**config.mk**
```make
export PLATFORM = sky130hd
export DESIGN_NAME = prefix_adder_arbiter
export DESIGN_NICKNAME = d
export VERILOG_FILES = /design/src/rtl/prefix_adder_arbiter.sv
export SDC_FILE = /design/constraint.sdc
export NUM_CORES = 1
export LEC_CHECK = 0
export CAP_MARGIN = 10
export CORE_UTILIZATION = 45
export DETAILED_ROUTE_END_ITERATION = 10
export PLACE_DENSITY = 0.86
export SETUP_SLACK_MARGIN = 0.1
export SKIP_LAST_GASP = 1
export SLEW_MARGIN = 25
export SYNTH_ARGS = -nofsm -noshare
export SYNTH_HDL_FRONTEND = slang
export SYNTH_HIERARCHICAL = 1
export SYNTH_SLANG_ARGS = --single-unit
```
**constraint.sdc**
```tcl
create_clock -name clk -period 4.8 [get_ports clk]
set_input_delay 0.96 -clock clk [delete_from_list [all_inputs] [get_ports clk]]
set_output_delay 0.96 -clock clk [all_outputs]
set_load 0.01 [all_outputs]
```
**src/rtl/prefix_adder_arbiter.sv**
```systemverilog
// ---------------------------------------------------------------------------
// prefix_adder_arbiter
//
// Two requesters share one 16-bit parallel-prefix adder. Requests use
// valid/ready handshakes. Arbitration is round-robin. Each requester has its
// own carry register, so it can chain back-to-back 16-bit words into wider
// additions. While a multi-word transaction is open, the adder stays locked
// to its owner. A lock whose owner goes quiet for LOCK_TIMEOUT cycles is
// aborted. Results leave through a single registered output stage.
//
// Parameters
//   LOCK_TIMEOUT  idle cycles tolerated inside a locked transaction
//                 (0 = never abort)
//
// Ports
//   clk, rst_n                   clock, asynchronous active-low reset
//   rN_valid / rN_ready          request handshake, N = 0,1
//   rN_a, rN_b                   16-bit operands
//   rN_cin                       carry-in, only used on first=1 words
//   rN_first / rN_last           transaction framing (single word: both 1)
//   rsp_valid / rsp_ready        response handshake
//   rsp_sum, rsp_cout            result word and its carry-out
//   rsp_id, rsp_last             issuing requester, copy of the last flag
//   rsp_ovf                      signed overflow of the word
//                                (only when PPA_ARB_OVF_EN is defined)
//   lock_abort                   one-cycle pulse when a lock times out
//
// Optional feature macro: PPA_ARB_OVF_EN
// ---------------------------------------------------------------------------

// Kogge-Stone adder. The carry-in is folded in after the prefix tree:
// c[i+1] = G[i:0] | P[i:0] & cin
module prefix_adder_16bit (
  input  logic [15:0] a,
  input  logic [15:0] b,
  input  logic        cin,
  output logic [15:0] sum,
  output logic        cout
);
  logic [15:0] p0;
  logic [15:0] g_cur;
  logic [15:0] p_cur;
  logic [15:0] g_nxt;
  logic [15:0] p_nxt;
  logic [16:0] carry;

  always_comb begin
    p0    = a ^ b;
    g_cur = a & b;
    p_cur = p0;
    g_nxt = '0;
    p_nxt = '0;
    for (int l = 0; l < 4; l++) begin
      g_nxt = g_cur;
      p_nxt = p_cur;
      for (int i = (1 << l); i < 16; i++) begin
        g_nxt[i] = g_cur[i] | (p_cur[i] & g_cur[i - (1 << l)]);
        p_nxt[i] = p_cur[i] & p_cur[i - (1 << l)];
      end
      g_cur = g_nxt;
      p_cur = p_nxt;
    end
    carry[0] = cin;
    for (int i = 0; i < 16; i++) begin
      carry[i + 1] = g_cur[i] | (p_cur[i] & cin);
    end
    sum  = p0 ^ carry[15:0];
    cout = carry[16];
  end
endmodule

module prefix_adder_arbiter #(
  parameter int LOCK_TIMEOUT = 16
) (
  input  logic        clk,
  input  logic        rst_n,
  input  logic        r0_valid,
  output logic        r0_ready,
  input  logic [15:0] r0_a,
  input  logic [15:0] r0_b,
  input  logic        r0_cin,
  input  logic        r0_first,
  input  logic        r0_last,
  input  logic        r1_valid,
  output logic        r1_ready,
  input  logic [15:0] r1_a,
  input  logic [15:0] r1_b,
  input  logic        r1_cin,
  input  logic        r1_first,
  input  logic        r1_last,
  output logic        rsp_valid,
  input  logic        rsp_ready,
  output logic [15:0] rsp_sum,
  output logic        rsp_cout,
  output logic        rsp_id,
  output logic        rsp_last,
`ifdef PPA_ARB_OVF_EN
  output logic        rsp_ovf,
`endif
  output logic        lock_abort
);
  localparam int CW = (LOCK_TIMEOUT > 0) ? $clog2(LOCK_TIMEOUT + 1) : 1;
  localparam logic [CW-1:0] TO_VAL = CW'(LOCK_TIMEOUT);

  // Requester inputs gathered into vectors indexed by requester id.
  logic [1:0]  req_valid;
  logic [1:0]  req_cin;
  logic [1:0]  req_first;
  logic [1:0]  req_last;
  logic [15:0] req_a [2];
  logic [15:0] req_b [2];

  assign req_valid = {r1_valid, r0_valid};
  assign req_cin   = {r1_cin,   r0_cin};
  assign req_first = {r1_first, r0_first};
  assign req_last  = {r1_last,  r0_last};
  assign req_a[0]  = r0_a;
  assign req_a[1]  = r1_a;
  assign req_b[0]  = r0_b;
  assign req_b[1]  = r1_b;

  // Shared state
  logic          rr_ptr_reg;
  logic          lock_v_reg;
  logic          lock_id_reg;
  logic [CW-1:0] idle_cnt_reg;
  logic          out_v_reg;
  logic [15:0]   out_sum_reg;
  logic          out_cout_reg;
  logic          out_id_reg;
  logic          out_last_reg;
  logic          lock_abort_reg;
  logic [1:0]    carry_reg;

  // Arbitration and datapath
  logic        can_accept;
  logic [1:0]  gnt;
  logic [1:0]  ready;
  logic        accept;
  logic        sel;
  logic        sel_last;
  logic        add_cin;
  logic [15:0] add_sum;
  logic        add_cout;
  logic        lock_valid;
  logic        timeout_hit;

  assign can_accept = !out_v_reg || rsp_ready;

  always_comb begin
    gnt = 2'b00;
    if (lock_v_reg) begin
      gnt[lock_id_reg] = req_valid[lock_id_reg];
    end else if (req_valid == 2'b11) begin
      gnt[rr_ptr_reg] = 1'b1;
    end else begin
      gnt = req_valid;
    end
  end

  // gnt is one-hot or zero, so sel simply names the accepted requester.
  assign ready    = gnt & {2{can_accept}};
  assign accept   = |ready;
  assign sel      = ready[1];
  assign sel_last = req_last[sel];
  assign add_cin  = req_first[sel] ? req_cin[sel] : carry_reg[sel];
  assign r0_ready = ready[0];
  assign r1_ready = ready[1];

  prefix_adder_16bit u_adder (
    .a    (req_a[sel]),
    .b    (req_b[sel]),
    .cin  (add_cin),
    .sum  (add_sum),
    .cout (add_cout)
  );

  // A locked owner that keeps valid high (even while stalled by backpressure)
  // is never considered idle, so valid always beats the timeout.
  assign lock_valid  = req_valid[lock_id_reg];
  assign timeout_hit = (LOCK_TIMEOUT != 0) && lock_v_reg && !lock_valid &&
                       (idle_cnt_reg == TO_VAL);

  // Per-requester carry chain
  genvar gi;
  generate
    for (gi = 0; gi < 2; gi++) begin : g_carry
      always_ff @(posedge clk or negedge rst_n) begin
        if (!rst_n) begin
          carry_reg[gi] <= 1'b0;
        end else if (accept && (sel == 1'(gi))) begin
          carry_reg[gi] <= sel_last ? 1'b0 : add_cout;
        end else if (timeout_hit && (lock_id_reg == 1'(gi))) begin
          carry_reg[gi] <= 1'b0;
        end
      end
    end
  endgenerate

  always_ff @(posedge clk or negedge rst_n) begin
    if (!rst_n) begin
      idle_cnt_reg <= '0;
    end else if (!lock_v_reg || lock_valid || timeout_hit) begin
      idle_cnt_reg <= '0;
    end else if (idle_cnt_reg != TO_VAL) begin
      idle_cnt_reg <= idle_cnt_reg + 1'b1;
    end
  end

  always_ff @(posedge clk or negedge rst_n) begin
    if (!rst_n) begin
      rr_ptr_reg     <= 1'b0;
      lock_v_reg     <= 1'b0;
      lock_id_reg    <= 1'b0;
      out_v_reg      <= 1'b0;
      out_sum_reg    <= '0;
      out_cout_reg   <= 1'b0;
      out_id_reg     <= 1'b0;
      out_last_reg   <= 1'b0;
      lock_abort_reg <= 1'b0;
    end else begin
      lock_abort_reg <= timeout_hit;
      if (accept) begin
        out_v_reg    <= 1'b1;
        out_sum_reg  <= add_sum;
        out_cout_reg <= add_cout;
        out_id_reg   <= sel;
        out_last_reg <= sel_last;
        if (sel_last) begin
          lock_v_reg <= 1'b0;
          rr_ptr_reg <= ~sel;
        end else begin
          lock_v_reg  <= 1'b1;
          lock_id_reg <= sel;
        end
      end else begin
        if (rsp_ready) begin
          out_v_reg <= 1'b0;
        end
        // Abort cannot coincide with an accept: only the owner may be
        // accepted while locked, and abort requires the owner to be idle.
        if (timeout_hit) begin
          lock_v_reg <= 1'b0;
          rr_ptr_reg <= ~lock_id_reg;
        end
      end
    end
  end

`ifdef PPA_ARB_OVF_EN
  logic out_ovf_reg;
  logic add_ovf;

  assign add_ovf = (req_a[sel][15] == req_b[sel][15]) &&
                   (add_sum[15] != req_a[sel][15]);

  always_ff @(posedge clk or negedge rst_n) begin
    if (!rst_n) begin
      out_ovf_reg <= 1'b0;
    end else if (accept) begin
      out_ovf_reg <= add_ovf;
    end
  end

  assign rsp_ovf = out_ovf_reg;
`endif

  assign rsp_valid  = out_v_reg;
  assign rsp_sum    = out_sum_reg;
  assign rsp_cout   = out_cout_reg;
  assign rsp_id     = out_id_reg;
  assign rsp_last   = out_last_reg;
  assign lock_abort = lock_abort_reg;

endmodule

```
Figure 1. Metal layers overlaid.
Drawn at 4 px/um.
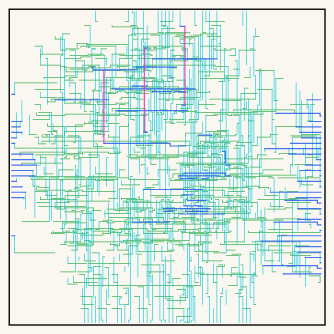
layer	colour	wire length
met2	cyan	3340 um
met3	blue	478 um
met1	green	2660 um
met4	magenta	59.2 um

==> out/metrics.cfg <==
[status]
status=complete, no violations

[placement]
dp_hpwl_mm=5.33
gp_congestion=0.909

[run]
warnings=27
cap_viol_max_count=0

[critical_path]
cp_top_family=AND-OR/OR-AND gates
endpoint=rsp_cout$_DFFE_PN0P_
crit_top_cell=mux2_2
critPathCaptureType=flip-flop
critical_path_depth=11
cp-start-kind=input pin
slowest_delay_ps=550
worstSetupStartpoint=r0_valid
reg2reg_setup_slack_ps=1230
critPathArrivalTime_ps=4460
timing.rr.start=lock_v_reg$_DFFE_PN0P_
crit_buf_inv=1
worst_ep_required_time_ps=4970
critical_path.max_fanout=22
worstReg2RegEnd=rsp_cout$_DFFE_PN0P_
r2r_cells=10

[timing]
slew_headroom=0.357
post-route-period-util=0.893
worstMarginPinSlew_ps=962
hold_ws_ps=483
clock.fmax_ghz=0.233
slew_viol_final=0
hold_viol=0
post-route-min-period_ps=4290
rsz0062_at_grt=no
finalSetupViolCount=0
setup_tns_ps=0

[detailed_routing]
via_per_inst=5.55
drc=0
drtPass1Iterations=4
routed-via-count=2414
drtAntennaViolNets=0
drt-total-wl_mm=6.54
detail_route.wl_per_cell_um=15.0
drt-initial-drc-count=170

[clock_network]
root_buffer=clkbuf_8
clk_pin_slew_ps=60
clk_path_buf_depth=2
cts_buffers=5
cts.hold.buffers_added=0
htreeDepth=2
cts_tree=built
cts.sinks=31
clock_latency_ps=280
cts_resized=0
post_cts.repair.setup_buffers=0

[synth]
synthArstFlopShare=1.00
mux_share=0.227
syn_inst=265
synthTopLogicFamily=multiplexers
adder_share=0.0930
yosysWarnings=6
ff_type=dfrtp_1
top_cell_area_share=0.294
syn_area_per_cell_um2=9.95
aoi_share=0.165
simple_gate_share=0.119
syn_nets=359
synthesis.area_um2=2640
netlist_top_cells_area=dfrtp_1 (29%), mux2_2 (22%), ha_1 (8.5%)
top_area_cell=dfrtp_1
ys.flops=31
yosys_area_um2=2640
ys_cells=265
edf_count=0
ys_seq_frac=0.294
yosys.area_share.xor_xnor=0.0565

[power_and_ir_drop]
p_switching_uw=784
p_leak_nw=1.57
p_per_area_nw_per_um2=523
power-top-group=combinational logic
swShare=0.399
sequentialPowerShare=0.238
finalPower_mw=1.96
combPwrFrac=0.647
pwr-share-clk=0.116
pg_clk_uw=227
powerSeq_uw=466
vdd_drop_max_v=0.000327

[global_routing]
grt_remaining_overflow=0
grt_pass1_vias=2397
grt_usage=0.218
grt_first_pass_wirelength_mm=10.8
antenna_found_initial=0
grt_max_degree=32

[cells_and_area]
synthToLayoutAreaGrowth_pct=42.4
fill_cells=440
buf_share=0.265
ff_latch_area_um2=776
inverters=14
antennaDiodeCount=0
final_util=0.673
drive_above_1_share=0.198
comb_share=0.464
logic_area_um2=1740
largestClassByArea=logic gates
largest_reg_flops=16
signal_buffers=100
layoutNonFillerInstCount=435
logic_gates=210
final_nets=456
layout_top_cell=clkdlybuf4s50_1
seq_share=0.207
nClkBuffers=8
area_share_clock_buf_inv=0.0267
final_cell_mix=clkdlybuf4s50_1 (97), mux2_2 (51), dfrtp_1 (31)

[floorplan]
dieArea_um2=6170
fp-row-count=27
die_x_um=78.5
ios=98
initCoreUtil=0.473
die_h_um=78.5

[worst_hold_path]
hold_end=rsp_id$_DFFE_PN0P_
hp-start=rsp_id$_DFFE_PN0P_
hold_depth=2
hold_class=flip-flop to flip-flop

Figure 2. Cell density map.
Drawn at 4 px/um. The die is cut into 8 by 8 equal tiles; black is low, pale yellow is high, 0 to 100% covered.
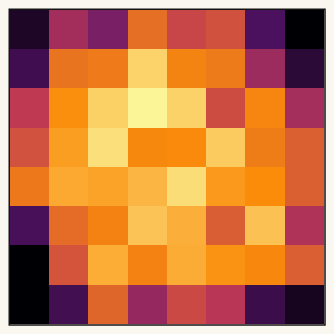
fullest tile	98%
nearly empty tiles	4.7%
tiles over 75% full	30%
densest ninth of the die	middle
mean over tiles	59%

## routing by layer
metal	share of wire	vias up	GRT usage
li1	-	1164	-
met1	0.41	1136	0.266
met2	0.51	108	0.395
met3	0.073	6	0.0419
met4	0.0090	0	0.0463
met5	0	-	0
## synthesized netlist by cell type (all sizes together) (3+ instances only)
library cell,count
a211oi,3
a21o,5
a21oi,18
a31oi,5
buf,7
clkbuf,3
dfrtp,31
ha,18
inv,14
mux2,51
nand2,18
nand2b,3
nand3,5
nand4,4
nor2,16
nor2b,3
o211ai,3
o21ai,10
o22ai,3
xnor2,8
xor2,9
## stage by stage
stage	instance area (um2)	worst slack [ps]
2_1_floorplan	2640	1010
3_3_place_gp	3650	325
3_5_place_dp	3650	220
4_1_cts	3750	521
5_1_grt	3750	335
6_report	3750	513
Power is estimated from default activity; no workload was simulated.
